PDN straps and rails:
Scale bar: 100 microns. Pins as bars on the die edge.
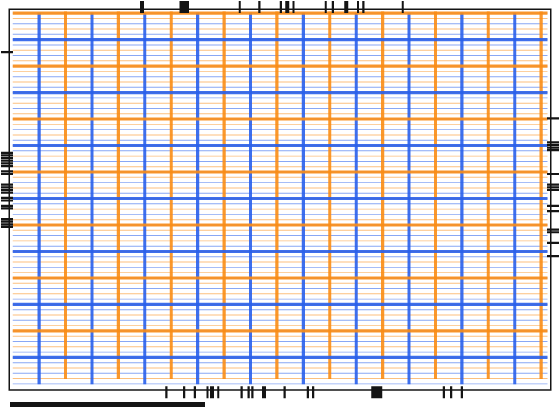
Cells colored by class:
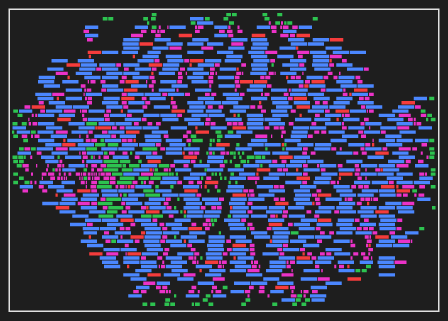
Clock distribution:
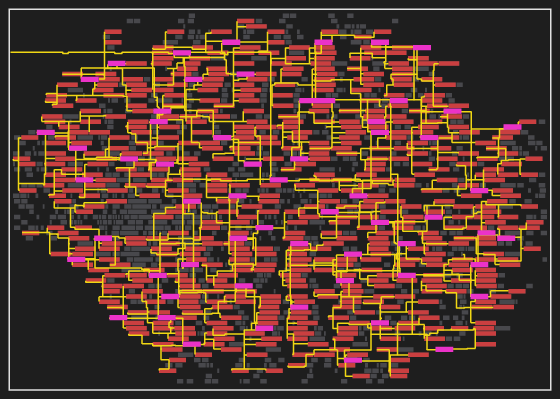
==> config.mk <==
export PLATFORM = sky130hd
export DESIGN_NAME = sp_ram_be
export DESIGN_NICKNAME = d
export VERILOG_FILES = /design/src/rtl/sp_ram_be.sv
export SDC_FILE = /design/constraint.sdc
export NUM_CORES = 1
export LEC_CHECK = 0
export CAP_MARGIN = 25
export CORE_ASPECT_RATIO = 0.7
export CORE_MARGIN = 1
export CORE_UTILIZATION = 41
export CTS_CLUSTER_DIAMETER = 60
export CTS_CLUSTER_SIZE = 10
export DETAILED_ROUTE_END_ITERATION = 10
export GPL_TIMING_DRIVEN = 0
export SLEW_MARGIN = 20
export SYNTH_ARGS = -nofsm -noshare
export SYNTH_HDL_FRONTEND = slang
export SYNTH_SLANG_ARGS = --single-unit
==> constraint.sdc <==
create_clock -name clk -period 3.45 [get_ports clk]
set_input_delay 0.8625 -clock clk [delete_from_list [all_inputs] [get_ports clk]]
set_output_delay 0.8625 -clock clk [all_outputs]
set_load 0.005 [all_outputs]
==> results.cfg <==
; synthesis and place-and-route metrics
[status]
status = complete, no violations

[critical_path]
cp_max_fo = 16
ff2ff_path_depth = 5
endpoint_kind = register
max_stage_delay_ns = 0.56
critPathSlowestCell = sky130_fd_sc_hd__o21ba_1
critical_path.most_common_cell = sky130_fd_sc_hd__buf_2
worst-endpoint-arrival_ns = 3.73

[placed_design]
buffer_ports.inserted = 72

[synthesis]
top_cell_area_share_pct = 70.67
yosys_cells = 1169
synth_instances = 1169
synthTopLogicFamily = multiplexers
synth-adder-area-share_pct = 0.05751
yosys_warnings = 0

[power_and_ir_drop]
sw_frac_of_total_pct = 21.60
power.combinational.fraction_pct = 6.7
power_per_standard_cell_area_nw_per_um2 = 545.2
powerComb_uw = 951

[clock_tree]
cts.sinks = 550
cts.root.buffer_cell = sky130_fd_sc_hd__clkbuf_16
clock_tree.htree_level_count = 2
clkSlewWorstSetupHoldPaths_ns = 0.06

[grt]
antenna_violations_before_repair = 0

[final_timing]
timing.final.setup_violations = 0
grt_setup_unrepaired = false
max_slew_margin_pct = 29.51
finalCritPeriodShare_pct = 98.70

[route]
met1Wirelength_microns = 25470

[layout]
ant_diodes = 0
register_area_sq_um = 16330
most_frequent_logic_cells_in_the_routed_design = sky130_fd_sc_hd__edfxtp_1, sky130_fd_sc_hd__mux2i_1, sky130_fd_sc_hd__clkbuf_1
-- 'PDN straps and rails' (at the start) --
[VDD] orange
[VSS] blue
met4 straps: 20
met1 rails: 71
rows: 70
Core Region: 52290 sq um
Vert. Die Dim: 194.7 microns
Max IR drop VDD: 0.3796 mV
die span in x: 277.3 microns

-- 'cells colored by class' (at the start) --
[other buffers and delay cells] green | cells: 185 | share of their area: 7.6%
[all other logic] magenta | cells: 545 | share of their area: 21%
[flip-flops] blue | cells: 550 | share of their area: 65%
[clock drivers and dummy loads] red | cells: 111 | share of their area: 6.9%
Final Cell Area: 25950 sq um
number of rows in the core area: 70
fraction of the core area covered by cells at the end of the flow: 49.63%
Seq area share: 62.91%

-- 'clock distribution' (at the start) --
[flip-flops] red | count: 550
[clock wires] yellow | length: 6530 microns
[cells driving clock nets] magenta | count: 60
routed clock nets: 61
clk_lat worst skew: 0.61 ns
Clock net power: 5760 uW
share of total power in the clock network: 40.7%
setup skew after layout: 0.01435 ns

## layout make-up
cell class                 count  area share [%]
buffer                        74           1.620
clock buffer                 109           6.576
clock inverter                 2         0.06750
inverter                       7          0.1012
multi-input combinational    538           19.73
sequential                   550           62.91
tap                          684           3.298
timing repair buffer         111           5.699
## per-layer routing
metal  vias up  track usage (%)
met4         0            5.309
met5         -                0
met3        78            3.835
met2       476            28.81
met1      5968            31.11
li1       5116                -
## cells by family (layout without fill, tap and decap cells)
| kind of cell | Yosys count | after routing |
|---|---|---|
| AOI/OAI and AO/OA | 203 | 203 |
| muxes | 257 | 257 |
| adders and majority gates | 1 | 1 |
| DFF | 550 | 550 |
| xor gates and xnor gates | 1 | 1 |
| buffers and inverters | 81 | 303 |
| and+or+nand+nor | 76 | 76 |
Power is estimated from default activity; no workload was simulated.
